==> run_1/met1.png <==
The bar under the picture is 50 um long.
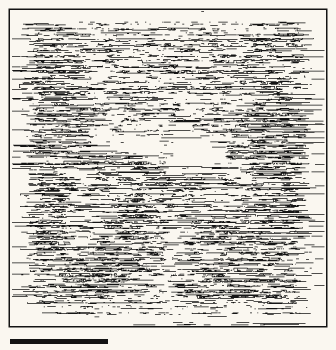
==> run_1/met2.png <==
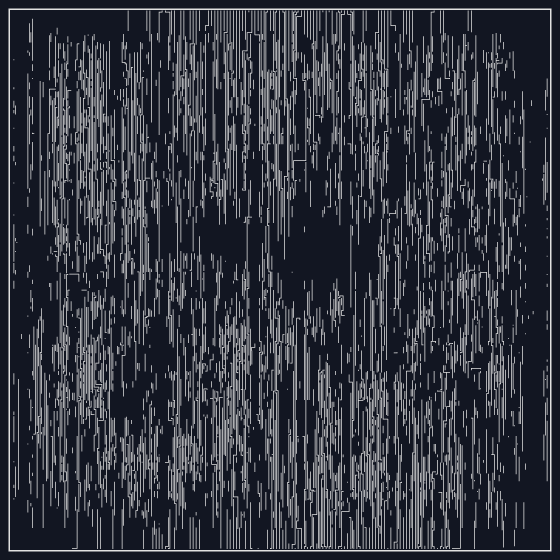
==> run_1/met3.png <==
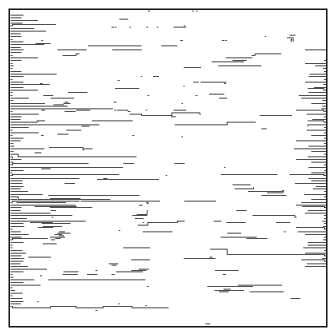
<file path="src/rtl/mem_stage_lsu.sv">
// Stage-4 load/store unit: valid/ready between execute and writeback, one
// outstanding access on a req/gnt/rvalid memory port, lane-aligned stores and extended loads.
module mem_stage_lsu #(
  parameter int XLEN   = 32,
  parameter int PASS_W = 64
) (
  input  logic                clk,
  input  logic                rst,
  input  logic                in_valid,
  output logic                in_ready,
  input  logic [1:0]          in_op,
  input  logic [2:0]          in_funct3,
  input  logic [XLEN-1:0]     in_base,
  input  logic [11:0]         in_offset,
  input  logic [XLEN-1:0]     in_store_data,
  input  logic [PASS_W-1:0]   in_pass,
  output logic                out_valid,
  input  logic                out_ready,
  output logic [XLEN-1:0]     out_load_data,
  output logic                out_fault,
  output logic [PASS_W-1:0]   out_pass,
  output logic                mem_req,
  output logic                mem_we,
  output logic [XLEN-1:0]     mem_addr,
  output logic [XLEN/8-1:0]   mem_be,
  output logic [XLEN-1:0]     mem_wdata,
  input  logic                mem_gnt,
  input  logic                mem_rvalid,
  input  logic [XLEN-1:0]     mem_rdata
);
  localparam int NB  = XLEN / 8;
  localparam int LOW = $clog2(NB);

  localparam logic [1:0] S_IDLE = 2'd0;
  localparam logic [1:0] S_REQ  = 2'd1;
  localparam logic [1:0] S_RSP  = 2'd2;

  logic [1:0]        state;
  logic              r_we;
  logic [XLEN-1:0]   r_addr;
  logic [NB-1:0]     r_be;
  logic [XLEN-1:0]   r_wdata;
  logic [2:0]        r_f3;
  logic [LOW-1:0]    r_lo;
  logic [PASS_W-1:0] r_pass;

  logic [XLEN-1:0]   ea, addr_n, wdata_n;
  logic [LOW-1:0]    lo;
  logic [3:0]        size, amask;
  logic [NB-1:0]     lane_mask, be_n;
  logic              legal, misal, is_mem, fault, accept, out_free;

  // Decode of the incoming request.
  always_comb begin
    ea        = in_base + {{(XLEN-12){in_offset[11]}}, in_offset};
    lo        = ea[LOW-1:0];
    size      = 4'd1;
    legal     = 1'b1;
    lane_mask = NB'(8'h01);
    case (in_funct3)
      3'b000, 3'b100: begin size = 4'd1; lane_mask = NB'(8'h01); end
      3'b001, 3'b101: begin size = 4'd2; lane_mask = NB'(8'h03); end
      3'b010:         begin size = 4'd4; lane_mask = NB'(8'h0F); end
      3'b110:         begin size = 4'd4; lane_mask = NB'(8'h0F); legal = (XLEN == 64); end
      3'b011:         begin size = 4'd8; lane_mask = NB'(8'hFF); legal = (XLEN == 64); end
      default:        legal = 1'b0;
    endcase
    amask   = size - 4'd1;
    misal   = (ea[3:0] & amask) != 4'd0;
    is_mem  = (in_op == 2'b01) || (in_op == 2'b10);
    fault   = is_mem && (!legal || misal);
    addr_n  = ea;
    addr_n[LOW-1:0] = '0;
    be_n    = lane_mask << lo;
    wdata_n = in_store_data << {lo, 3'b000};
  end

  assign out_free = !out_valid || out_ready;
  assign in_ready = !rst && (state == S_IDLE) && out_free;
  assign accept   = in_valid && in_ready;

  // Lane extraction from the registered lane offset and funct3.
  logic [XLEN-1:0] sh, ext;
  always_comb begin
    sh = mem_rdata >> {r_lo, 3'b000};
    case (r_f3)
      3'b000:  ext = XLEN'($signed(sh[7:0]));
      3'b100:  ext = XLEN'(sh[7:0]);
      3'b001:  ext = XLEN'($signed(sh[15:0]));
      3'b101:  ext = XLEN'(sh[15:0]);
      3'b010:  ext = XLEN'($signed(sh[31:0]));
      3'b110:  ext = XLEN'(sh[31:0]);
      default: ext = sh;
    endcase
  end

  // Output register load: at most one source per cycle since the FSM is blocking.
  logic              load_out, nxt_fault;
  logic [XLEN-1:0]   nxt_data;
  logic [PASS_W-1:0] nxt_pass;
  always_comb begin
    load_out  = 1'b0;
    nxt_fault = 1'b0;
    nxt_data  = '0;
    nxt_pass  = r_pass;
    case (state)
      S_IDLE: if (accept && (!is_mem || fault)) begin
        load_out  = 1'b1;
        nxt_fault = fault;
        nxt_pass  = in_pass;
      end
      S_REQ:  if (mem_gnt && r_we) load_out = 1'b1;
      S_RSP:  if (mem_rvalid) begin
        load_out = 1'b1;
        nxt_data = ext;
      end
      default: ;
    endcase
  end

  always_ff @(posedge clk) begin
    if (rst) begin
      state         <= S_IDLE;
      r_we          <= 1'b0;
      r_addr        <= '0;
      r_be          <= '0;
      r_wdata       <= '0;
      r_f3          <= '0;
      r_lo          <= '0;
      r_pass        <= '0;
      out_valid     <= 1'b0;
      out_fault     <= 1'b0;
      out_load_data <= '0;
      out_pass      <= '0;
    end else begin
      case (state)
        S_IDLE: if (accept) begin
          r_we    <= (in_op == 2'b10);
          r_addr  <= addr_n;
          r_be    <= be_n;
          r_wdata <= (in_op == 2'b10) ? wdata_n : '0;
          r_f3    <= in_funct3;
          r_lo    <= lo;
          r_pass  <= in_pass;
          if (is_mem && !fault) state <= S_REQ;
        end
        S_REQ:  if (mem_gnt) state <= r_we ? S_IDLE : S_RSP;
        S_RSP:  if (mem_rvalid) state <= S_IDLE;
        default: state <= S_IDLE;
      endcase

      if (load_out) begin
        out_valid     <= 1'b1;
        out_fault     <= nxt_fault;
        out_load_data <= nxt_data;
        out_pass      <= nxt_pass;
      end else if (out_ready) begin
        out_valid <= 1'b0;
      end
    end
  end

  // Port fields come from registers and are zeroed outside REQ.
  assign mem_req   = (state == S_REQ);
  assign mem_we    = mem_req && r_we;
  assign mem_addr  = mem_req ? r_addr  : '0;
  assign mem_be    = mem_req ? r_be    : '0;
  assign mem_wdata = mem_req ? r_wdata : '0;
endmodule

</file>
<file path="config.mk">
export PLATFORM = sky130hd
export DESIGN_NAME = mem_stage_lsu
export DESIGN_NICKNAME = d
export VERILOG_FILES = /design/src/rtl/mem_stage_lsu.sv
export SDC_FILE = /design/constraint.sdc
export NUM_CORES = 1
export LEC_CHECK = 0
export CORE_MARGIN = 5
export CORE_UTILIZATION = 53
export CTS_BUF_LIST = sky130_fd_sc_hd__clkbuf_4 sky130_fd_sc_hd__clkbuf_8
export CTS_CLUSTER_SIZE = 12
export DETAILED_ROUTE_END_ITERATION = 12
export PLACE_DENSITY_LB_ADDON = 0.2
export RECOVER_POWER = 100
export SLEW_MARGIN = 10
export SYNTH_ARGS = -nofsm -noshare
export SYNTH_HDL_FRONTEND = slang
export SYNTH_SLANG_ARGS = --single-unit
</file>
<file path="constraint.sdc">
create_clock -name clk -period 4.7 [get_ports clk]
set_input_delay 0.94 -clock clk [delete_from_list [all_inputs] [get_ports clk]]
set_output_delay 0.94 -clock clk [all_outputs]
set_load 0.01 [all_outputs]
</file>
==> flow_summary.toml, run 1 <==
# yosys + openroad results
[min_path]
hp-class = "reg2reg"
hold_path.startpoint = "r_addr[18]$_SDFFE_PP0P_"

[final_timing]
worstMarginPinSlew_ps = 1970
layout_min_cycle_time_ps = 4110
max_freq_mhz = 243
tns_ps = 0
finalHoldViolations = 0
drv_slew = 241
skew_ps = 16.6
fin_hold_ws_ps = 453
setup_ws_ps = 590

[global_route]
grt_max_degree = 157
grt_first_pass_wirelength_um = 59500
grt_pass1_vias = 11400

[finish]
diodes = 0
final_area_sq_mm = 0.0163
post-route-util = 0.723
layout_top_cells = "dfxtp_1 (236), clkdlybuf4s50_1 (226), nand2_1 (225)"
n_fill_cell = 1800
drive_above_1_share = 0.0719
lay_top_count = "dfxtp_1"
fin_nets = 1953
area_growth_pct = 35.1

[synthesis]
edf_count = 0
synthesis.area_sq_mm = 0.0120
netlist_instances = 1439
async_flop_share = 0
top_cells_by_count = "dfxtp_1 (236), nand2_1 (224), nor2_1 (152)"
synth_top_cell_by_count = "dfxtp_1"
top_cell_area_share = 0.392
ys_ff = 236
yosys.stat.seqShare = 0.392
ys_sh_adder = 0.0349
largest_area_cell = "dfxtp_1"
yosysCellCount = 1439
synthXorXnorAreaFrac = 0.0175
syn_area_per_cell_sq_um = 8.37

[place]
dp_hpwl_um = 26500
dp_slack_ps = 635
place_congestion = 0.934
port_buffers = 349

[floorplan]
dieArea_sq_mm = 0.0258
rows = 55
initial_utilization = 0.535
chipWidth_um = 161

[clocking]
cts_buffer_depth = 3
tritoncts = "yes"
cts.sinks = 236
postCtsSetupRepairBufs = 0
clk_latency_ps = 540
numCtsBuffers = 41
htree_levels = 2

[route]
drt.antenna.violating_nets = 0
vias = 11700
initialDrtViolationCount = 749
route.detailed.drc = 0
wirelength_um = 38000
routed_via_density = 5.71

[critical_path]
worstSetupEndpointType = "output pin"
crit_path_start = "state[0]$_SDFFE_PP0P_"
critPathMaxFanout = 36
start_kind = "flop"

[outcome]
status = "finished, violations left"
violations = "capacitance limit, slew limit"

[run]
drv_cap = 2
tool_warnings = 30

[power]
power.density_mw_per_mm2 = 323
ir_drop_mv = 0.180
About met1.png:
wire length on this layer = 15900 um
share of all routed wire = 42%

About met2.png:
nets with wire on the layer = 1665
main direction = vertical
share of all routed wire = 47%
longest straight run = 59.8 um
wire length on this layer = 17800 um

About met3.png:
longest straight run = 60.0 um
nets with wire on the layer = 278
share of all routed wire = 8.4%

-- run 1: report_power, final --
part / leakage [nW] / internal (mW) / switching, mW
logic: 4.33 / 0.484 / 0.578
clock network: 0.469 / 1.13 / 0.842
registers: 1.93 / 2.14 / 0.0759
-- run 1: logic make-up after synthesis --
kind of cell | count (synthesis)
XOR/XNOR | 24
AND/OR/NAND/NOR | 587
adder cells (fa/ha/maj) | 33
other | 1
multiplexers | 109
AND-OR/OR-AND | 321
buffers and inverters | 128
flip-flops | 236
-- run 1: critical path: stages (launching register included) --
cell,delay [ps]
dfxtp_1,390
nor2b_2,950
buf_4,470
and2_1,190
dlygate4sd3_1,620
-- run 1: flip-flops by register name, indices dropped and copies added, names as in the netlist --
signal / flops
out_fault: 1
r_lo: 2
r_be: 4
out_pass: 64
r_pass: 64
r_f3: 3
r_we: 1
r_addr: 30
state: 2
r_wdata: 32
out_valid: 1
out_load_data: 32
-- run 1: worst paths after layout --
check | cells past startpoint | endpoint | slack, ps
hold reg to reg | 2 | r_addr[18]$_SDFFE_PP0P_ | 450
setup reg to reg | 6 | r_wdata[2]$_SDFFE_PP0P_ | 1340
setup / recovery | 4 | mem_addr[8] | 590
hold / removal | 2 | r_addr[18]$_SDFFE_PP0P_ | 450
-- run 1: area by class of cell --
type | instances | area, sq um | share of cell area
flip-flops and latches | 236 | 4720 | 0.290
inverters | 16 | 60.1 | 0.00369
multi-input cells | 1076 | 6610 | 0.407
repair buffers | 366 | 3630 | 0.223
clock inverters | 5 | 38.8 | 0.00238
well taps | 285 | 357 | 0.0219
clock buffers | 68 | 842 | 0.0518
-- run 1: per-layer routing --
metal,vias up,global-route usage,share of wire
li1,5660,-,-
met1,5512,0.344,0.42
met2,458,0.459,0.47
met3,82,0.0839,0.084
met4,0,0.0962,0.031
met5,-,0,0
==> inputs of run 2 (changes only) <==
- ABC_AREA: unset -> 0
- REMOVE_ABC_BUFFERS: unset -> 1
==> flow_summary.toml, run 2 <==
# yosys + openroad results
[floorplan]
initial_utilization = 0.535
die_h_um = 161
ios = 352
chipWidth_um = 161
rows = 55
dieArea_sq_mm = 0.0258
core_area_sq_mm = 0.0225

[critical_path]
worstSetupEndpointType = "flop"
cp_top_family = "buffers and inverters"
required_ps = 5140
critPathMaxFanout = 65
timing.rr.start = "out_valid$_SDFFE_PP0P_"
crit_buf_inv = 3
reg2reg_to = "r_be[1]$_SDFFE_PP0P_"
path_depth = 12
crit_path_end = "out_load_data[11]$_SDFFE_PP0P_"
crit_chain = "dlygate4sd3_1, ha_1, fa_1, nor2_1, a21oi_1, nor2_1, nor2_1, buf_12, a211oi_1, clkbuf_1, a22oi_1, nor2_1"
crit_path_start = "in_base[0]"
path_class = "in2reg"
slowest_delay_ps = 690
reg2reg_depth = 7
arrival_ps = 4460
start_kind = "primary input"
crit_top_cell = "nor2_1"
r2r_slack_ps = 1530
cpMaxStageDelayCell = "clkbuf_1"

[place]
dp_slack_ps = 589
dp_hpwl_um = 25100
port_buffers = 349
place_congestion = 0.946

[min_path]
min_path_cells = 2
hold_path.startpoint = "r_addr[31]$_SDFFE_PP0P_"
whs_endpoint = "r_addr[31]$_SDFFE_PP0P_"
hp-class = "reg2reg"

[route]
post_drt_wl_per_cell_um = 17.7
wirelength_um = 36400
route.detailed.drc = 0
drt_pass1_iterations = 5
routed_via_density = 5.61
vias = 11500
drt.antenna.violating_nets = 0
initialDrtViolationCount = 630

[synthesis]
async_flop_share = 0
syn_area_per_cell_sq_um = 8.37
synth_cell_types = 62
edf_count = 0
ys_ff = 236
synthesis.area_sq_mm = 0.0120
yosysCellCount = 1439
netlist_instances = 1439
largest_area_cell = "dfxtp_1"
synth_chip_area_sq_mm = 0.0120
synthTopCellsByArea = "dfxtp_1 (39%), mux2i_1 (8.4%), nand2_1 (7.0%)"
ff_type = "dfxtp_1"
top_cells_by_count = "dfxtp_1 (236), nand2_1 (224), nor2_1 (152)"
yosys.stat.seqShare = 0.392
synth_top_cell_by_count = "dfxtp_1"
synth_warnings = 0
top_cell_area_share = 0.392

[final_timing]
tns_ps = 0
max_freq_mhz = 248
finalHoldViolations = 0
drv_slew = 183
period_used_share = 0.857
setup_viol = 0
skew_ps = 25.7
layout_min_cycle_time_ps = 4030
slew_headroom = -0.341
rsz0062_at_grt = "no"
setup_ws_ps = 674
worstMarginPinSlew_ps = 2010

[clocking]
cts-resized-gates = 0
numCtsBuffers = 42
cts_buffer_depth = 3
cts.sinks = 236
root_buffer = "clkbuf_8"
postCtsHoldBufs = 0
clk_latency_ps = 540
clk_pin_slew_worst_paths_ps = 60
htree_levels = 2
tritoncts = "yes"
postCtsSetupRepairBufs = 0

[global_route]
antenna_found_initial = 3
grt_overflow_total = 0
grt_max_degree = 96
grt_pass1_vias = 11400
grt_first_pass_wirelength_um = 57900
grt_usage = 0.268

[finish]
area_growth_pct = 34.6
post-route-util = 0.720
layout_top_cells = "dfxtp_1 (236), clkdlybuf4s50_1 (231), nand2_1 (225)"
drive_above_1_share = 0.0691
fin_nets = 1958
reg_top3 = "out_pass (64), r_pass (64)"
lay_top_count = "dfxtp_1"

[power]
power.density_mw_per_mm2 = 316
p_sw_mw = 1.45
intPower_mw = 3.67
comb_power_share = 0.205
clkPwrFrac = 0.362
switching_share = 0.283
power_frac_seq = 0.434
ir_drop_mv = 0.168
power.leakage_nw = 6.67

[outcome]
status = "finished, violations left"
violations = "capacitance limit, slew limit"

[run]
drv_cap = 2
tool_warnings = 25
## run 2: cell types whose count changed in the layout (fill, tap and decap cells not counted), moves of 2 or more
cell	delta
dlygate4sd3_1	-5
buf_4	+3
and2_0	+20
and2_1	-19
inv_6	+2
clkbuf_8	-4
clkbuf_4	-2
diode_2	+2
clkdlybuf4s50_1	+5
## run 2: stage by stage
stage | total power, mW | cell area, sq um | hold slack [ps] | instances
floorplan | 2.86 | 11500 | 417 | 1328
detailed placement | 3.34 | 15500 | 432 | 1983
global placement | 3.31 | 15500 | 430 | 1983
finish | 5.12 | 16200 | 443 | 2052
global route | 5.39 | 16200 | 467 | 2052
CTS | 5.20 | 16300 | 440 | 2050
## run 2: cell type report
cell class              count  area (sq um)
diodes                      2          5.00
clock buffers              62           772
clock inverters             5          32.5
fillers                  1777          6290
inverters                  16          60.1
multi-input cells        1076          6620
flip-flops and latches    236          4720
well taps                 285           357
repair buffers            370          3640
## run 2: layer usage
metal,track usage,wire (um),part of all wire,up-vias
li1,-,-,-,5667
met1,0.330,15200,0.42,5364
met2,0.448,17200,0.47,398
met3,0.0680,2740,0.075,80
met4,0.110,1310,0.036,2
met5,0,7,0.00019,-
## run 2: power by group through the flow
| stage | registers (mW) | logic, mW | clock network, mW |
|---|---|---|---|
| global placement | 2.26 | 1.05 | 0 |
| floorplan | 2.27 | 0.592 | 0 |
| detailed placement | 2.26 | 1.07 | 0 |
| CTS | 2.22 | 1.08 | 1.89 |
| finish | 2.22 | 1.05 | 1.85 |
| global route | 2.24 | 1.15 | 1.99 |
## run 2: kinds of logic after synthesis
kind of cell,share of synthesized area
buffers and inverters,0.0501
adders and majority gates,0.0349
DFF,0.392
xor gates and xnor gates,0.0175
AOI/OAI and AO/OA,0.194
and+or+nand+nor,0.220
muxes,0.0914
other,0.000311
==> run_2/met2.png <==
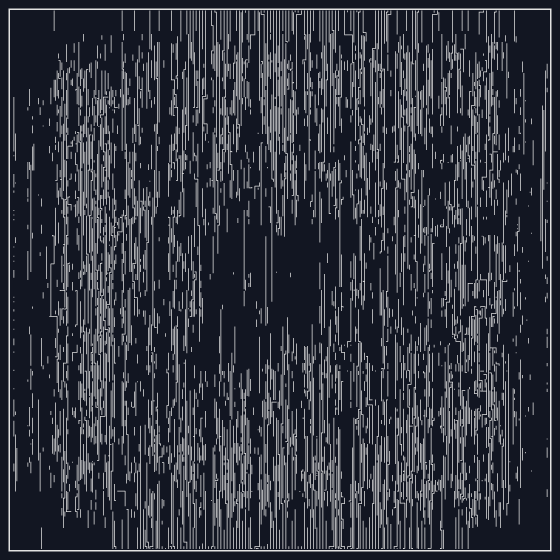
longest straight run = 60.4 um
main direction = vertical
wire length on this layer = 17200 um
nets with wire on the layer = 1639
share of all routed wire = 47%

==> run_2/met3.png <==
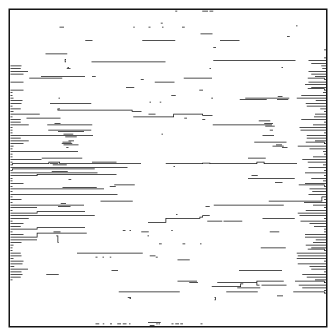
main direction = horizontal
longest straight run = 59.1 um
wire length on this layer = 2740 um
share of all routed wire = 7.5%
nets with wire on the layer = 250

==> run_2/final_congestion.png <==
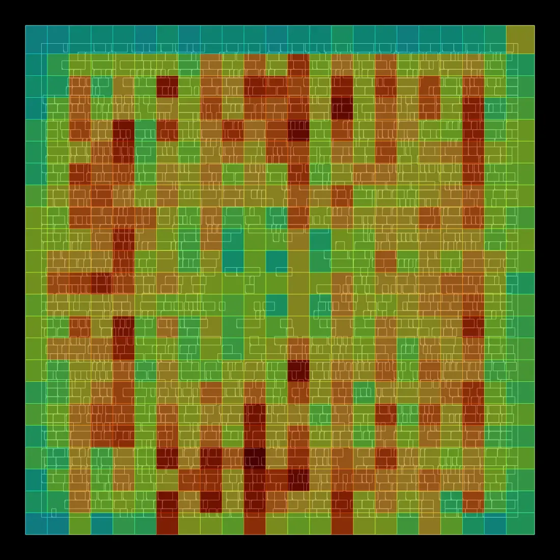
met3 Usage GRT: 0.0680
routing usage on met2: 0.448

Power figures rest on the tool's default switching activity, not on a simulated workload.
